Figure 1. Placed standard cells.
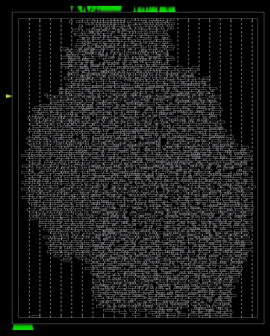
Figure 2. I/O nets highlighted.
(1 px per um)
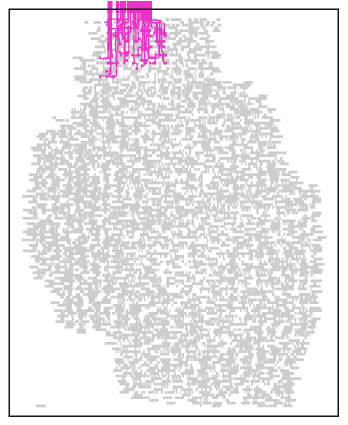
**config.mk**
```make
export PLATFORM = sky130hd
export DESIGN_NAME = dmem_responder
export DESIGN_NICKNAME = d
export VERILOG_FILES = /design/src/rtl/dmem_responder.sv
export SDC_FILE = /design/constraint.sdc
export NUM_CORES = 2
export LEC_CHECK = 0
export CAP_MARGIN = 40
export CORE_ASPECT_RATIO = 1.25
export CORE_MARGIN = 8
export CORE_UTILIZATION = 39
export CTS_CLUSTER_SIZE = 10
export DETAILED_ROUTE_END_ITERATION = 10
export GPL_TIMING_DRIVEN = 0
export PLACE_DENSITY = 0.63
export SLEW_MARGIN = 30
export SYNTH_ARGS = -nofsm -noshare
export SYNTH_HDL_FRONTEND = slang
export SYNTH_SLANG_ARGS = --single-unit
```
**constraint.sdc**
```tcl
create_clock -name clk -period 4.65 [get_ports clk]
set_input_delay 0.93 -clock clk [delete_from_list [all_inputs] [get_ports clk]]
set_output_delay 0.93 -clock clk [all_outputs]
set_load 0.005 [all_outputs]
```
**src/rtl/dmem_responder.sv**
```systemverilog
// Data-memory responder: NUM_WORDS x 32 byte-lane RAM behind a valid/ready load/store port with fixed LATENCY.
// Optional build macro DMEM_ALIGN_CHECK_EN rejects misaligned halfword/word accesses with resp_err_o.
module dmem_responder #(
  parameter int unsigned NUM_WORDS = 32,
  parameter int unsigned LATENCY   = 2
) (
  input  logic        clk,
  input  logic        n_rst,
  input  logic        req_valid_i,
  output logic        req_ready_o,
  input  logic        req_write_i,
  input  logic [31:0] req_addr_i,
  input  logic [31:0] req_wdata_i,
  input  logic [2:0]  req_size_i,
  output logic        resp_valid_o,
  input  logic        resp_ready_i,
  output logic [31:0] resp_rdata_o,
  output logic        resp_err_o,
  output logic        busy_o
);

  localparam int unsigned IDX_W  = $clog2(NUM_WORDS);
  localparam int unsigned ADDR_W = IDX_W + 2;
  localparam int unsigned CNT_W  = 4;
  localparam logic [CNT_W-1:0] CNT_INIT = CNT_W'((LATENCY > 1) ? (LATENCY - 2) : 0);

  localparam logic [2:0] SZ_B  = 3'b000;
  localparam logic [2:0] SZ_H  = 3'b001;
  localparam logic [2:0] SZ_W  = 3'b010;
  localparam logic [2:0] SZ_BU = 3'b100;
  localparam logic [2:0] SZ_HU = 3'b101;

  typedef enum logic [1:0] {ST_IDLE, ST_WAIT, ST_RESP} state_e;

  state_e             state_q, state_d;
  logic [CNT_W-1:0]   cnt_q, cnt_d;
  logic               write_q;
  logic [ADDR_W-1:0]  addr_q;
  logic [31:0]        wdata_q;
  logic [2:0]         size_q;
  logic [31:0]        rdata_q, rdata_d;
  logic               err_q, err_d;
  logic               req_ready_q, req_ready_d;
  logic               resp_valid_q, resp_valid_d;
  logic               busy_q, busy_d;
  logic [31:0]        mem_q [NUM_WORDS];

  logic               latch_en;
  logic               fire;
  logic               mem_we;
  logic               cur_write;
  logic [ADDR_W-1:0]  cur_addr;
  logic [31:0]        cur_wdata;
  logic [2:0]         cur_size;
  logic [IDX_W-1:0]   cur_idx;
  logic [31:0]        cur_word;
  logic               req_err;
  logic [7:0]         byte_sel;
  logic [15:0]        half_sel;
  logic [31:0]        ld_data;
  logic [3:0]         be;
  logic [31:0]        wd_lanes;
  logic [31:0]        wr_word;
  logic               unused_addr_hi;

  assign unused_addr_hi = ^req_addr_i[31:ADDR_W];

  // With LATENCY==1 the RESP entry edge is the accept edge, so the live request is used directly.
  assign cur_write = (state_q == ST_IDLE) ? req_write_i            : write_q;
  assign cur_addr  = (state_q == ST_IDLE) ? req_addr_i[ADDR_W-1:0] : addr_q;
  assign cur_wdata = (state_q == ST_IDLE) ? req_wdata_i            : wdata_q;
  assign cur_size  = (state_q == ST_IDLE) ? req_size_i             : size_q;
  assign cur_idx   = cur_addr[ADDR_W-1:2];
  assign cur_word  = mem_q[cur_idx];

  always_comb begin
    req_err = 1'b0;
    case (cur_size)
      SZ_B, SZ_H, SZ_W: req_err = 1'b0;
      SZ_BU, SZ_HU:     req_err = cur_write;
      default:          req_err = 1'b1;
    endcase
`ifdef DMEM_ALIGN_CHECK_EN
    if (((cur_size == SZ_H) || (cur_size == SZ_HU)) && cur_addr[0])
      req_err = 1'b1;
    if ((cur_size == SZ_W) && (cur_addr[1:0] != 2'b00))
      req_err = 1'b1;
`endif
  end

  assign byte_sel = cur_word[{cur_addr[1:0], 3'b000} +: 8];
  assign half_sel = cur_addr[1] ? cur_word[31:16] : cur_word[15:0];

  always_comb begin
    ld_data = '0;
    case (cur_size)
      SZ_B:    ld_data = {{24{byte_sel[7]}}, byte_sel};
      SZ_BU:   ld_data = {24'h0, byte_sel};
      SZ_H:    ld_data = {{16{half_sel[15]}}, half_sel};
      SZ_HU:   ld_data = {16'h0, half_sel};
      SZ_W:    ld_data = cur_word;
      default: ld_data = '0;
    endcase
  end

  // Store byte enables with data replicated onto every lane.
  always_comb begin
    be       = 4'b0000;
    wd_lanes = cur_wdata;
    case (cur_size)
      SZ_B: begin
        be       = 4'b0001 << cur_addr[1:0];
        wd_lanes = {4{cur_wdata[7:0]}};
      end
      SZ_H: begin
        be       = cur_addr[1] ? 4'b1100 : 4'b0011;
        wd_lanes = {2{cur_wdata[15:0]}};
      end
      SZ_W:    be = 4'b1111;
      default: be = 4'b0000;
    endcase
    wr_word = cur_word;
    for (int b = 0; b < 4; b++) begin
      if (be[b]) wr_word[8*b +: 8] = wd_lanes[8*b +: 8];
    end
  end

  always_comb begin
    state_d  = state_q;
    cnt_d    = cnt_q;
    rdata_d  = rdata_q;
    err_d    = err_q;
    latch_en = 1'b0;
    fire     = 1'b0;
    case (state_q)
      ST_IDLE: begin
        if (req_valid_i && req_ready_q) begin
          latch_en = 1'b1;
          if (LATENCY == 1) begin
            state_d = ST_RESP;
            fire    = 1'b1;
          end else begin
            state_d = ST_WAIT;
            cnt_d   = CNT_INIT;
          end
        end
      end
      ST_WAIT: begin
        if (cnt_q == '0) begin
          state_d = ST_RESP;
          fire    = 1'b1;
        end else begin
          cnt_d = cnt_q - CNT_W'(1);
        end
      end
      ST_RESP: begin
        if (resp_ready_i) begin
          state_d = ST_IDLE;
          rdata_d = '0;
          err_d   = 1'b0;
        end
      end
      default: state_d = ST_IDLE;
    endcase
    if (fire) begin
      err_d   = req_err;
      rdata_d = (req_err || cur_write) ? 32'h0 : ld_data;
    end
    mem_we       = fire && cur_write && !req_err;
    req_ready_d  = (state_d == ST_IDLE);
    resp_valid_d = (state_d == ST_RESP);
    busy_d       = (state_d != ST_IDLE);
  end

  always_ff @(posedge clk or negedge n_rst) begin
    if (!n_rst) begin
      state_q      <= ST_IDLE;
      cnt_q        <= '0;
      write_q      <= 1'b0;
      addr_q       <= '0;
      wdata_q      <= '0;
      size_q       <= '0;
      rdata_q      <= '0;
      err_q        <= 1'b0;
      req_ready_q  <= 1'b1;
      resp_valid_q <= 1'b0;
      busy_q       <= 1'b0;
    end else begin
      state_q      <= state_d;
      cnt_q        <= cnt_d;
      rdata_q      <= rdata_d;
      err_q        <= err_d;
      req_ready_q  <= req_ready_d;
      resp_valid_q <= resp_valid_d;
      busy_q       <= busy_d;
      if (latch_en) begin
        write_q <= req_write_i;
        addr_q  <= req_addr_i[ADDR_W-1:0];
        wdata_q <= req_wdata_i;
        size_q  <= req_size_i;
      end
    end
  end

  always_ff @(posedge clk or negedge n_rst) begin
    if (!n_rst) begin
      for (int i = 0; i < NUM_WORDS; i++) mem_q[i] <= '0;
    end else if (mem_we) begin
      mem_q[cur_idx] <= wr_word;
    end
  end

  assign req_ready_o  = req_ready_q;
  assign resp_valid_o = resp_valid_q;
  assign resp_rdata_o = rdata_q;
  assign resp_err_o   = err_q;
  assign busy_o       = busy_q;

endmodule
```
==> impl_metrics.ini <==
; generated from flow reports
[finish]
seq_share_pct = 50.3
post-route-util_pct = 45.6
clk_share_pct = 6.54
seqCellArea_sq_um = 27800
post-route-cell-area_sq_um = 55200
nClkBuffers = 140

[final_timing]
max_freq_mhz = 209
fin_ws_ns = -0.141
min_period_ns = 4.79
slew_headroom_pct = 30.7
setup_viol = 177

[drt]
vias = 41800
dr.pass1.iters = 8
route.met3.wl_um = 21400
wl_met2_um = 91000

[clock_network]
postCtsSetupBuffers = 0
numCtsBuffers = 130

[global_route]
use_met3_pct = 8.39
use_met2_pct = 45.8
gr-total-overflow = 0
grt-busiest-layer = met2
grt_pass1_wl_um = 291000

[worst_setup_path]
arrival_ns = 5.41
critPathLaunchType = input pin
r2r_setup_slack_ns = -0.08
critPathBufInv = 3

[placement]
gp_congestion = 1.01

[run_status]
status = complete, but fails checks
violations = setup timing

[run]
maxCapViolCount = 0

[synth]
aoi_share_pct = 20.2
syn_inst = 4775
avgSynthCellArea_sq_um = 9.91
xor_area_share_pct = 0.0370

[die]
die_h_um = 405

[power_and_ir_drop]
comb_power_w = 0.0220
seq_power_w = 0.0123
## Picture notes: Figure 1
Post-Layout Cell Count: 6695
row count: 143
core box area: 121000 sq um
Seq Cell Count: 1109

## Picture notes: Figure 2
color	port	direction	end cells	buffers	wire
magenta	req_wdata_i	input	64	32	1710 um

